run_1/clock_wires.png
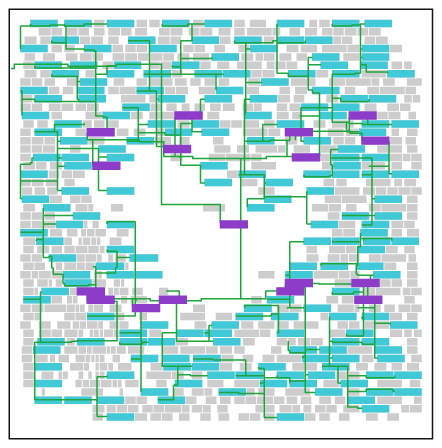
run_1/port_trees.png
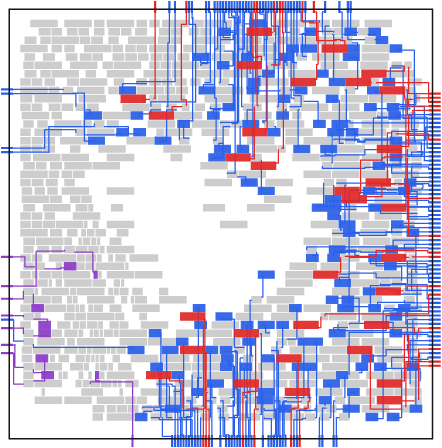
run_1/pinout.png
Pins as bars across the die edge, other pins in grey.
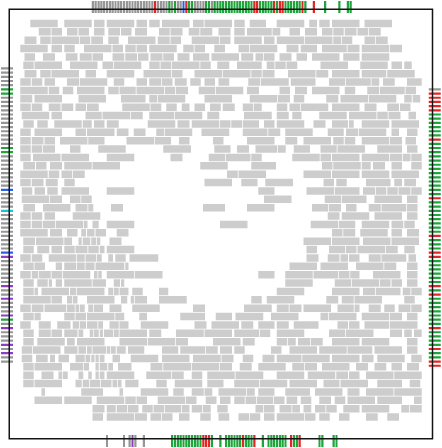
==> config.mk <==
export PLATFORM = sky130hd
export DESIGN_NAME = control_mem_vectorial
export DESIGN_NICKNAME = d
export VERILOG_FILES = /design/src/rtl/control_mem_vectorial_pkg.sv /design/src/rtl/control_mem_vectorial_gen_dir_vec.sv /design/src/rtl/control_mem_vectorial.sv
export SDC_FILE = /design/constraint.sdc
export NUM_CORES = 1
export LEC_CHECK = 0
export CAP_MARGIN = 0
export CORE_AREA = 3 3 134 136
export DETAILED_ROUTE_END_ITERATION = 12
export DIE_AREA = 0 0 137 139
export PLACE_DENSITY = 0.95
export SYNTH_ARGS = -nofsm -noshare
export SYNTH_HDL_FRONTEND = slang
export SYNTH_HIERARCHICAL = 1
export SYNTH_SLANG_ARGS = --single-unit
==> constraint.sdc <==
create_clock -name clk -period 4.6 [get_ports clk]
set_input_delay 1.38 -clock clk [delete_from_list [all_inputs] [get_ports clk]]
set_output_delay 1.38 -clock clk [all_outputs]
set_load 0.1 [all_outputs]
==> summary.txt, run 1 <==
Results of an implementation run.

The family with the most delay on the worst path is buffers and inverters. The first global-routing pass estimated 31.94 mm of wire. The met1 capacity usage during global routing is 25.78%.

The dominant kind of cell is flip-flops and latches. The count of standard-cell rows is 48. The area of the core is 17060 um^2. In the hold timing report, the worst path depth is 1.

The pre-CTS setup slack is 969.0 ps. The warning total across the stage logs is 30. The setup path with the least slack is of type flop to output port.

After routing, the total negative slack on setup checks comes to 0 ps. Of the total synthesized cell area, the portion taken by full adders, half adders and majority gates is 1.275%. The count of hold-fix buffers inserted at cts is 0. The detailed router placed 5439 vias in this run.

The final cell area excluding filler cells is 11770 um^2. The net count of the finished layout is 979. The congestion estimate from routability-driven global placement came to 0.8003.

Per STA, the highest per-stage delay on the worst path measures 1130 ps. Counting I/O delays and the setup requirement, the final critical path takes 3750 ps. The global route stage reports its total congestion overflow as 0. The routed length on met3 is 1.625 mm.

The type of the worst min-delay path is flop to flop. Per Yosys stat, the portion of area used by sequential elements is 56.65%. Yosys reported that registers with async set or reset make up 100.0%. The CTS report gives the tree buffer count as 17. Between the synthesized netlist and the finished layout, the area growth was recorded as 39.54%.

The number of setup buffers added after CTS is 0. The sequential cells in the finished layout cover a total of 4782 um^2. The synthesis report names the predominant flop master as sky130_fd_sc_hd__dfrtp_1.

The tightest slew margin relative to the limit is 32.02%. The most frequent cell after synthesis is sky130_fd_sc_hd__dfrtp_1. STA classifies the critical path endpoint as an output port. The mux contribution to synthesized area is 34.17%. After detailed placement, the design holds a cell count of 992. The number of tapcells is 225. The clock net sink count is 191. The script reports the combined buffer and inverter count of the critical path as 2.

The met2 track demand over resource in global routing is 36.87%. Entering global routing, the biggest net connects 136 pins. The arrival time reported for the critical path endpoint is 2370 ps. From the final report, the count of setup violators was given as 0. The number of global-route vias before repair is 6041. In this run the remaining antenna-violating nets after routing total 0. The root buffer cell is sky130_fd_sc_hd__clkbuf_16. Yosys mapped the design onto 43 distinct sky130hd cell types. Hold is met by 503.6 ps. The flow ran to the end, and the final reports show no timing, DRC or antenna violations. Setup slack closes at 850.3 ps. Multi-input logic gates represent a cell area share of 29.24%. Before antenna repair, the detailed router went through 4 iterations.

The maximum fanout count along the critical path is 5.
## Picture notes: clock_wires.png
Key: flip-flops = cyan [count 191]; clock wires = green [length 2250 um]; clock-net drivers = purple [count 17]
Position of the flops: all over the die.
clock latency on the worst-skew pair: 420 ps
Fin Clk Skew: 11.04 ps

## Picture notes: port_trees.png
Key: `op_stride` = purple [bits 8, direction input, end cells 8, buffers 8, wire 176 um]; `op_wdata` = blue [bits 128, direction input, end cells 128, buffers 128, wire 4290 um]; `mem_wdata` = red [bits 32, direction output, end cells 32, buffers 32, wire 968 um]
count of boundary I/O pins: 268
number of buffers inserted by port buffering: 267

## Picture notes: pinout.png
Key: `op_wdata` = green [pins 128, direction input, edge 50 east, 37 north, 36 south, 5 west]; `op_stride` = purple [pins 8, direction input, edge 7 west, 1 south]; `wb_dest` = blue [pins 3, direction output, edge 2 west, 1 north]; `mem_wdata` = red [pins 32, direction output, edge 16 east, 9 north, 7 south]; `op_wr` = cyan [pins 1, direction input, edge west]
All pins by edge: 81 north, 71 west, 67 east, 49 south.
y dimension of the die: 139 um
floorplan die width: 137 um

==> run 1 -> run 2 <==
--- a/config.mk
+++ b/config.mk
@@ -6,10 +6,10 @@
 export NUM_CORES = 1
 export LEC_CHECK = 0
 export CAP_MARGIN = 0
-export CORE_AREA = 3 3 134 136
+export CORE_AREA = 3 3 146 148
 export DETAILED_ROUTE_END_ITERATION = 12
-export DIE_AREA = 0 0 137 139
-export PLACE_DENSITY = 0.95
+export DIE_AREA = 0 0 149 151
+export PLACE_DENSITY = 0.87
 export SYNTH_ARGS = -nofsm -noshare
 export SYNTH_HDL_FRONTEND = slang
 export SYNTH_HIERARCHICAL = 1
==> constraint.sdc (replaced) <==
create_clock -name clk -period 3.3 [get_ports clk]
set_input_delay 0.99 -clock clk [delete_from_list [all_inputs] [get_ports clk]]
set_output_delay 0.99 -clock clk [all_outputs]
set_load 0.1 [all_outputs]
run_2/placed.png
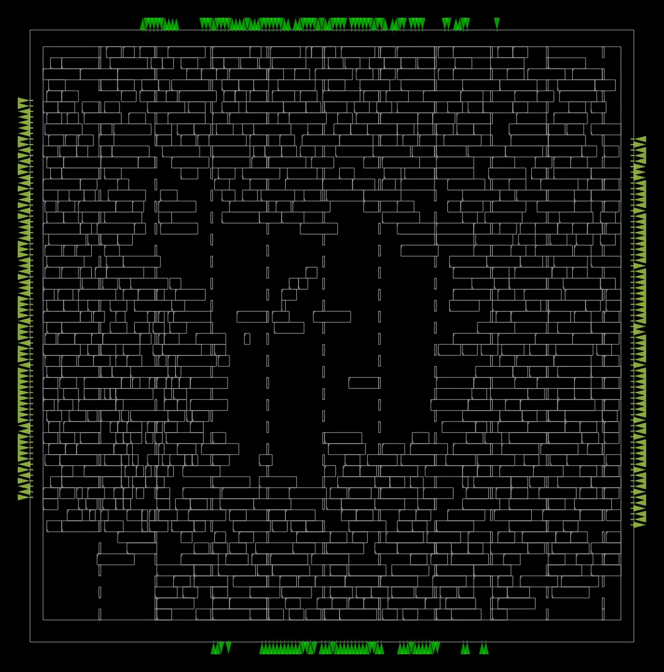
area of the core: 20170 um^2
filler cell count: 1564

==> run 2 against run 1 <==
  * Area after synthesis unchanged
  * Cell count up 5.4%
  * Flip-flop count unchanged
  * Critical path type unchanged
  * Critical endpoint is now mem_wdata[17]
==> summary.txt, run 2 <==
Results of an implementation run.

The total of buffers placed on input and output ports is 267 (unchanged). By instance count after routing, the leading logic cell type is sky130_fd_sc_hd__dfrtp_1. The detail-routed net length per standard cell is 19.06 um. STA classifies the critical path startpoint as a flop.

The post-route utilization of the core is recorded as 60.68%. The sequential standard cell area came to 4782 um^2 (unchanged). The number of distinct library cells after synthesis is 43 (unchanged). The clock net sink count is 191 (unchanged).

The register bit count reported by yosys is 191. The I/O pin count is 268 (unchanged). The largest net degree at the start of global routing is 80 (-41%). The count of hold-fix buffers inserted at cts was 0 (unchanged). The routed length on met3 was 1.250 mm (-23%). The cell family contributing the most delay on the critical path is multiplexers. The initial core utilization is 41.83%. Looking at the cell usage after synthesis, the top flip-flop cell is sky130_fd_sc_hd__dfrtp_1. The detailed-routing iteration count for the pre-antenna-repair pass is 6 (+2). The delay contributed by the slowest stage of the critical path came to 630 ps (-500 ps).

The clock tree skew after final layout was 6.918 ps (-4.122 ps). In this run, the synthesized area fraction spent on AND-OR/OR-AND gates is recorded as 2.758%. The sequential share of the synthesized area came to 56.65% (unchanged). The mux contribution to synthesized area is 34.17% (unchanged). The worst path setup slack after routing came to 309.5 ps (-540.8 ps). The remaining global-route overflow is 0 (unchanged). The tightest slew margin relative to the limit is 56.99% (+25 points). The pre-CTS setup slack is 392.4 ps (-576.6 ps). The root buffer cell is sky130_fd_sc_hd__clkbuf_16. The portion of the clock cycle consumed by the worst path in the final layout is 90.62%. The number of vias per cell is 4.988. The most frequent cell after synthesis is sky130_fd_sc_hd__dfrtp_1. The overall die height is 151 um (+8.6%).

The area figure in the yosys stat output is 8437 um^2. After layout, the buffer instance count without clock buffers stands at 282. The met2 track demand over resource in global routing was 30.60% (-6.3 points).

The clock latency at the later pin of the worst-skew pair is 420 ps (about the same). The growth of design area from synthesis to finish is 45.07%. The dominant kind of cell is flip-flops and latches. The report lists the cells along the critical path as buf_4 -> mux4_2 -> buf_12.

The routability congestion estimate from global placement is 0.7730 (-3.4%). The worst hold margin is 505.4 ps (+1.755 ps). The type of the worst min-delay path is flop to flop.

The number of antenna violations at the first check in global routing was 1. The worst path in the final design needs a cycle of 2991 ps, including I/O delays and setup. The net count of the finished layout is 989 (+1.0%). The final-layout non-clock buffer area share is 25.18%. The number of instances in the placed design came to 1047 (+5.5%). The flip-flop count of the largest register, all copies and words added is 128.

The count of standard-cell rows came to 52 (+8.3%). The multi-input gate share of total cell area was 28.14% (-1.1 points). The global-route wire length before repair is 31.90 mm (-0.13%). The master of the slowest instance on the critical path is sky130_fd_sc_hd__mux4_2. The classification of the worst setup path is flop to output port. The setup TNS was 0 ps (unchanged).

STA classifies the critical path endpoint as an output port. The chip occupies 22500 um^2. The total setup buffers inserted after CTS is 0 (unchanged).

The number of tapcells is 270 (+20%). The clock input transition at the sequential cells of the worst setup and hold paths is 80 ps. The number of global-route vias before repair came to 5966 (-1.2%). The proportion of synthesized flip-flops having asynchronous set or reset was 100.0% (unchanged).

The instance count of the mapped netlist is 525. The final cell area excluding filler cells is 12240 um^2 (+4.0%). The arrival time reported for the critical path endpoint is 2000 ps (-370 ps). The count of buffer and inverter cells on the critical path was 2 (unchanged). The die outline width came to 149 um (+8.8%).

The final count of negative-setup-slack endpoints is 0 (unchanged). The number of vias after detailed routing is 5382 (-1.0%). The synthesized-area fraction occupied by adder cells came to 1.275% (unchanged). The number of stages on the worst hold path is 1 (unchanged). The warning total across the stage logs is 26 (-13%). The remaining antenna violation count after routing is 0 (unchanged). The maximum fanout count along the critical path is 21 (+16). By instance count after routing, the leading logic cell types are sky130_fd_sc_hd__dfrtp_1 (189), sky130_fd_sc_hd__clkdlybuf4s50_1 (183), sky130_fd_sc_hd__mux2_2 (140). The CTS buffer count is 17 (unchanged).

Yosys mapped a number of flops with a built-in enable equal to 0. The met1 capacity usage during global routing is 23.30% (-2.5 points). The run finished with clean final reports.
run_2/port_trees.png
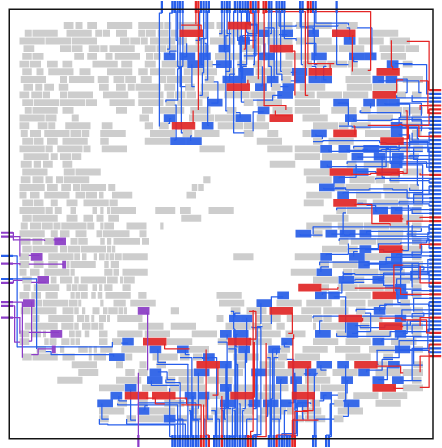
Key: `op_wdata` = blue [bits 128, direction input, end cells 128, buffers 128, wire 4140 um]; `op_stride` = purple [bits 8, direction input, end cells 8, buffers 8, wire 183 um]; `mem_wdata` = red [bits 32, direction output, end cells 32, buffers 32, wire 985 um]

